==> src/rtl/bus_fifo_port_pkg.sv <==
// Shared bus-map constants and types for the processor mailbox FIFO port.
// The FIFO region code and the word offsets decoded inside that region.
package bus_fifo_port_pkg;

    localparam logic [3:0] REGION_FIFO = 4'h3;

    typedef enum logic [1:0] {
        OFF_DATA = 2'd0,
        OFF_STAT = 2'd1,
        OFF_POP  = 2'd2,
        OFF_CLR  = 2'd3
    } bus_off_e;

    typedef struct packed {
        logic push;
        logic pop;
        logic clear;
    } bus_cmd_t;

endpackage

==> src/rtl/bus_fifo_port_if.sv <==
// Processor data-bus slot plus downstream valid/ready drain for the mailbox FIFO.
interface bus_fifo_port_if #(
    parameter int WIDTH = 16,
    parameter int AW    = 3
);
    logic [15:0]      ADDR;
    logic [WIDTH-1:0] WDATA;
    logic             W;
    logic [WIDTH-1:0] RDATA;
    logic             rd_sel;
    logic [WIDTH-1:0] out_data;
    logic             out_valid;
    logic             out_ready;
    logic [AW:0]      count;

    modport slave (
        input  ADDR, WDATA, W, out_ready,
        output RDATA, rd_sel, out_data, out_valid, count
    );

    modport master (
        output ADDR, WDATA, W, out_ready,
        input  RDATA, rd_sel, out_data, out_valid, count
    );
endinterface

==> src/rtl/bus_fifo_port_fifo_mem.sv <==
// Storage array for the mailbox FIFO: synchronous write, asynchronous read.
module fifo_mem #(
    parameter int WIDTH = 16,
    parameter int AW    = 3
) (
    input  logic             Clock,
    input  logic             we,
    input  logic [AW-1:0]    waddr,
    input  logic [WIDTH-1:0] wdata,
    input  logic [AW-1:0]    raddr,
    output logic [WIDTH-1:0] rdata
);
    localparam int DEPTH = 2 ** AW;

    logic [WIDTH-1:0] mem [DEPTH];

    // NOTE: the array has no reset; contents are only observable after a push.
    always_ff @(posedge Clock) begin
        if (we) begin
            mem[waddr] <= wdata;
        end
    end

    assign rdata = mem[raddr];
endmodule

==> src/rtl/bus_fifo_port.sv <==
// Memory-mapped mailbox FIFO: processor pushes/pops/clears via st, reads head and
// status via ld with one-cycle registered latency; a consumer drains via valid/ready.
module bus_fifo_port
    import bus_fifo_port_pkg::*;
#(
    parameter int         WIDTH = 16,
    parameter int         AW    = 3,
    parameter logic [3:0] BASE  = REGION_FIFO
) (
    input  logic          Clock,
    input  logic          Resetn,
    bus_fifo_port_if.slave bus
);
    localparam int          DEPTH    = 2 ** AW;
    localparam logic [AW:0] DEPTH_CT = (AW + 1)'(DEPTH);

    logic [AW-1:0]    rd_ptr;
    logic [AW-1:0]    wr_ptr;
    logic [AW:0]      count_q;
    logic             overflow;
    logic             underflow;
    logic [WIDTH-1:0] rdata_q;
    logic             rd_sel_q;

    logic             sel;
    bus_off_e         off;
    bus_cmd_t         cmd;
    logic             empty;
    logic             full;
    logic             pop_req;
    logic             pop_ok;
    logic             push_ok;
    logic [WIDTH-1:0] head;
    logic [WIDTH-1:0] status;
    logic [WIDTH-1:0] rdata_d;
    logic             unused_addr;

    assign unused_addr = ^bus.ADDR[11:2];

    // NOTE: every always_comb output is defaulted first so no path can infer a latch.
    always_comb begin
        sel       = (bus.ADDR[15:12] == BASE);
        off       = bus_off_e'(bus.ADDR[1:0]);
        cmd       = '0;
        cmd.push  = sel && bus.W && (off == OFF_DATA);
        cmd.pop   = sel && bus.W && (off == OFF_POP);
        cmd.clear = sel && bus.W && (off == OFF_CLR);

        empty   = (count_q == '0);
        full    = (count_q == DEPTH_CT);
        pop_req = (!empty && bus.out_ready) || cmd.pop;
        pop_ok  = pop_req && !empty;
        // A full FIFO still accepts a push when the head leaves in the same cycle.
        push_ok = cmd.push && (!full || pop_ok);
    end

    always_comb begin
        status            = '0;
        status[WIDTH-1]   = overflow;
        status[WIDTH-2]   = underflow;
        status[WIDTH-3]   = full;
        status[WIDTH-4]   = empty;
        status[AW:0]      = count_q;
    end

    always_comb begin
        rdata_d = '0;
        if (sel) begin
            case (off)
                OFF_DATA: rdata_d = empty ? '0 : head;
                OFF_STAT: rdata_d = status;
                default:  rdata_d = '0;
            endcase
        end
    end

    // NOTE: sequential state uses non-blocking assignments so all registers see pre-edge values.
    always_ff @(posedge Clock) begin
        if (!Resetn) begin
            rd_ptr    <= '0;
            wr_ptr    <= '0;
            count_q   <= '0;
            overflow  <= 1'b0;
            underflow <= 1'b0;
            rdata_q   <= '0;
            rd_sel_q  <= 1'b0;
        end else begin
            rdata_q  <= rdata_d;
            rd_sel_q <= sel;

            if (cmd.clear) begin
                rd_ptr    <= '0;
                wr_ptr    <= '0;
                count_q   <= '0;
                overflow  <= 1'b0;
                underflow <= 1'b0;
            end else begin
                if (pop_ok) begin
                    rd_ptr <= rd_ptr + 1'b1;
                end
                if (push_ok) begin
                    wr_ptr <= wr_ptr + 1'b1;
                end
                count_q <= count_q + {{AW{1'b0}}, push_ok} - {{AW{1'b0}}, pop_ok};
                if (cmd.push && !push_ok) begin
                    overflow <= 1'b1;
                end
                if (cmd.pop && empty) begin
                    underflow <= 1'b1;
                end
            end
        end
    end

    fifo_mem #(
        .WIDTH (WIDTH),
        .AW    (AW)
    ) u_mem (
        .Clock (Clock),
        .we    (push_ok),
        .waddr (wr_ptr),
        .wdata (bus.WDATA),
        .raddr (rd_ptr),
        .rdata (head)
    );

    assign bus.out_data  = head;
    assign bus.out_valid = !empty;
    assign bus.count     = count_q;
    assign bus.RDATA     = rdata_q;
    assign bus.rd_sel    = rd_sel_q;
endmodule

==> src/flat_wrapper.sv <==
// flat-port wrapper written by rule: the top's interface ports become plain ports
module bus_fifo_port_flat import bus_fifo_port_pkg::*;
#(
    parameter int         WIDTH = 16,
    parameter int         AW    = 3,
    parameter logic [3:0] BASE  = REGION_FIFO
)
  (Clock, Resetn, bus_ADDR, bus_WDATA, bus_W, bus_out_ready, bus_RDATA, bus_rd_sel, bus_out_data, bus_out_valid, bus_count);
  bus_fifo_port_if #(.WIDTH(WIDTH), .AW(AW)) bus_i ();
  input  logic Clock;
  input  logic Resetn;
  input wire logic [$bits(bus_i.ADDR)-1:0] bus_ADDR;
  input wire logic [$bits(bus_i.WDATA)-1:0] bus_WDATA;
  input wire logic [$bits(bus_i.W)-1:0] bus_W;
  input wire logic [$bits(bus_i.out_ready)-1:0] bus_out_ready;
  output wire logic [$bits(bus_i.RDATA)-1:0] bus_RDATA;
  output wire logic [$bits(bus_i.rd_sel)-1:0] bus_rd_sel;
  output wire logic [$bits(bus_i.out_data)-1:0] bus_out_data;
  output wire logic [$bits(bus_i.out_valid)-1:0] bus_out_valid;
  output wire logic [$bits(bus_i.count)-1:0] bus_count;
  assign bus_i.ADDR = bus_ADDR;
  assign bus_i.WDATA = bus_WDATA;
  assign bus_i.W = bus_W;
  assign bus_i.out_ready = bus_out_ready;
  assign bus_RDATA = bus_i.RDATA;
  assign bus_rd_sel = bus_i.rd_sel;
  assign bus_out_data = bus_i.out_data;
  assign bus_out_valid = bus_i.out_valid;
  assign bus_count = bus_i.count;
  bus_fifo_port #(.WIDTH(WIDTH), .AW(AW), .BASE(BASE)) u_core (.Clock(Clock), .Resetn(Resetn), .bus(bus_i));
endmodule
==> config.mk <==
export PLATFORM = sky130hd
export DESIGN_NAME = bus_fifo_port_flat
export DESIGN_NICKNAME = d
export VERILOG_FILES = /design/src/rtl/bus_fifo_port_pkg.sv /design/src/rtl/bus_fifo_port_if.sv /design/src/rtl/bus_fifo_port_fifo_mem.sv /design/src/rtl/bus_fifo_port.sv /design/src/flat_wrapper.sv
export SDC_FILE = /design/constraint.sdc
export NUM_CORES = 1
export LEC_CHECK = 0
export CELL_PAD_IN_SITES_DETAIL_PLACEMENT = 2
export CELL_PAD_IN_SITES_GLOBAL_PLACEMENT = 2
export CORE_MARGIN = 3
export CORE_UTILIZATION = 38
export DETAILED_ROUTE_END_ITERATION = 8
export PLACE_DENSITY_LB_ADDON = 0.08
export SETUP_SLACK_MARGIN = 0.2
export SYNTH_ARGS = -nofsm -noshare
export SYNTH_HDL_FRONTEND = slang
export SYNTH_SLANG_ARGS = --single-unit
==> constraint.sdc <==
create_clock -name Clock -period 3.2 [get_ports Clock]
set_input_delay 0.64 -clock Clock [delete_from_list [all_inputs] [get_ports Clock]]
set_output_delay 0.64 -clock Clock [all_outputs]
set_load 0.02 [all_outputs]
Figure 1. Routing congestion map.
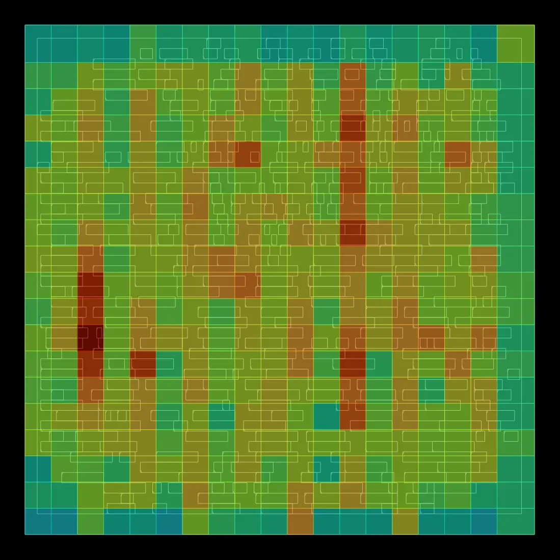
M2 GR Usage: 30.8%
GR Util met1: 23.3%

Figure 2. Met3 routing.
The bar under the picture is 50 um long.
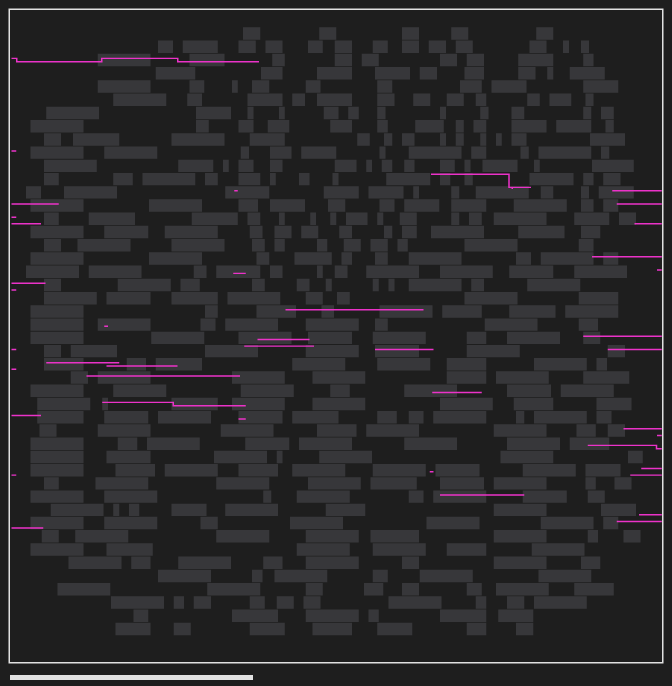
wire length on this layer	411 um
main direction	horizontal
share of all routed wire	2.7%
longest straight run	31.3 um
nets with wire on the layer	31

Figure 3. Wiring by layer.
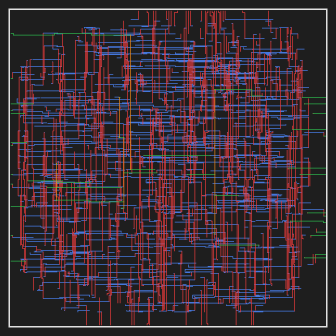
color	layer	wire length
orange	met4	181 um
red	met2	7950 um
green	met3	411 um
blue	met1	6600 um

Figure 4. M2 wires.
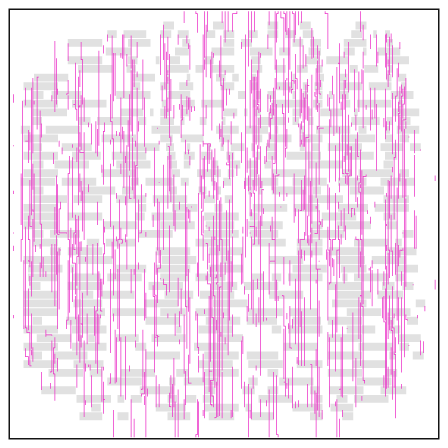
nets with wire on the layer	429
longest straight run	71.4 um

Figure 5. Clock distribution.
The bar under the picture is 50 um long.
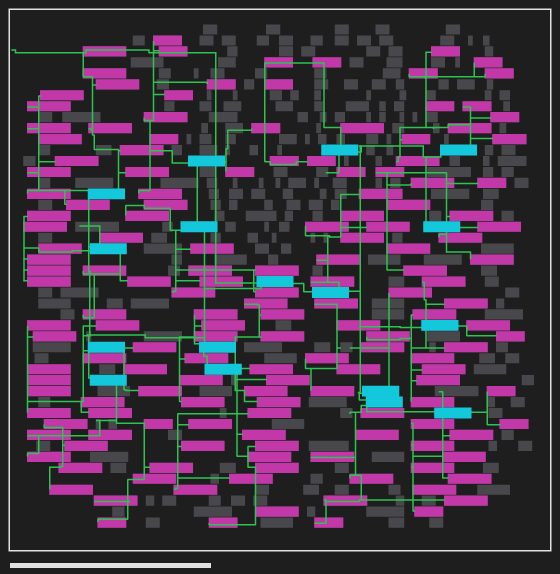
[magenta] flip-flops | count: 160
[cyan] cells driving clock nets | count: 17
[green] clock wires | length: 1910 um
flops lie	widely spread

==> state kept, by name, summed over array words and instances (netlist names), named ones only <==
signal,count
u_core.bus.rd_sel,1
u_core.bus.count,4
u_core.overflow,1
u_core.rd_ptr,3
u_core.wr_ptr,3
u_core.bus.RDATA,16
u_core.u_mem.mem,128
u_core.underflow,1
==> cells in the final DEF, fill, tap and decap left out, types with 4 or more instances in the layout <==
cell / count
edfxtp_1: 128
clkdlybuf4s50_1: 47
dfxtp_1: 31
buf_4: 23
clkbuf_16: 17
mux4_2: 16
mux2_2: 16
mux4_1: 16
dlygate4sd2_1: 16
and2_1: 12
nand2_1: 10
nor2_1: 8
a22o_1: 8
inv_1: 7
a21oi_1: 7
ha_1: 7
nand2b_1: 5
nand3_1: 4
nor3_2: 4
inv_6: 4
==> results_slide.txt <==
Run Summary

Run status
  – Status: complete, no violations

Pwr
  – Pwr dens: 682 nW/um^2
  – Leakage: 2.68 nW
  – Leading power group: sequential cells
  – Cell Int Power: 4.00 mW
  – Switch share: 25.3%
  – Share of power burned in registers: 43.6%
  – Power Clock: 2.04 mW
  – Clock power share: 38.1%
  – Sequential group power: 2.33 mW
  – Comb power frac: 18.3%

Worst setup path
  – Crit Path Max Fanout: 16
  – Worst Path Buf+Inv: 2
  – Crit-path max cell delay: 590 ps
  – Reg2reg end: u_core.u_mem.mem[1][3]
  – Worst path slowest cell: mux4_1
  – Crit path arrival time: 2290 ps
  – Data required time at the worst endpoint: 2560 ps
  – Crit Reg-Reg Startpoint: u_core.bus.count[2]

Die
  – Die Y: 134 um
  – Die area: 18000 sq um

Route
  – DRT iter0 DRCs: 195
  – WL final: 15100 um
  – WL met3: 410 um
  – WL met2: 7950 um
  – Drt pass-1 iters: 4
  – Average wire per standard cell: 23.5 um
  – Uppermost routed layer: met4

Clock tree
  – Post-CTS Setup Inserts: 0
  – Post-CTS Resized: 17
  – H-tree Lvls: 4
  – Clock-pin slew on the worst setup and hold paths: 60 ps
  – Hold buffers post-CTS: 0
  – Clock tree sinks: 160
  – Clock Latency Late Sink: 420 ps

Logic synthesis
  – Commonest cells post-synth: 128 x edfxtp_1, 32 x dfxtp_1, 17 x mux4_1
  – Post-Syn Area: 6230 sq um
  – Synth area leader: edfxtp_1
  – Adder share: 1.73%
  – AND-OR/OR-AND Cells, Area Fraction: 2.89%
  – Simple share: 4.98%
  – Yosys top cell by instances: edfxtp_1
  – Number of enable flip-flop cells: 128
  – Yosys top cell area share: 61.7%

Final layout
  – Area grow syn2layout: 26.0%
  – Buffers excl. clock: 88
  – Final cell count without fillers: 644
  – Comb area: 1640 sq um
  – Clock buffers: 19
  – #MultiIn Comb: 141
  – Nets: 459
  – Share of cells above drive strength 1: 22.2%
  – Registers: 160
  – Design Area, Final: 7850 sq um
  – Dominant kind of cell by area: sequential cells
  – Finished Core Util: 49.2%
  – Comb/total area: 20.9%
  – Non-clk buf share: 10.6%

Final timing
  – Final slew viol count: 0
  – Period minus WS final: 2930 ps
  – Fin worst setup slack: 266 ps
  – Final Setup Violations: 0
  – Slew margin rel.: 54.4%
  – Fmax: 341 MHz
  – Worst Skew: 5.55 ps

Min path
  – Min-Delay Path Class: flip-flop to flip-flop

Global routing
  – Antenna violations before repair: 0
  – Grt peak-use layer: met2

Placement
  – Placed cell area: 7250 sq um
  – Pre-CTS setup slack: 235 ps
Power is estimated from default activity; no workload was simulated.
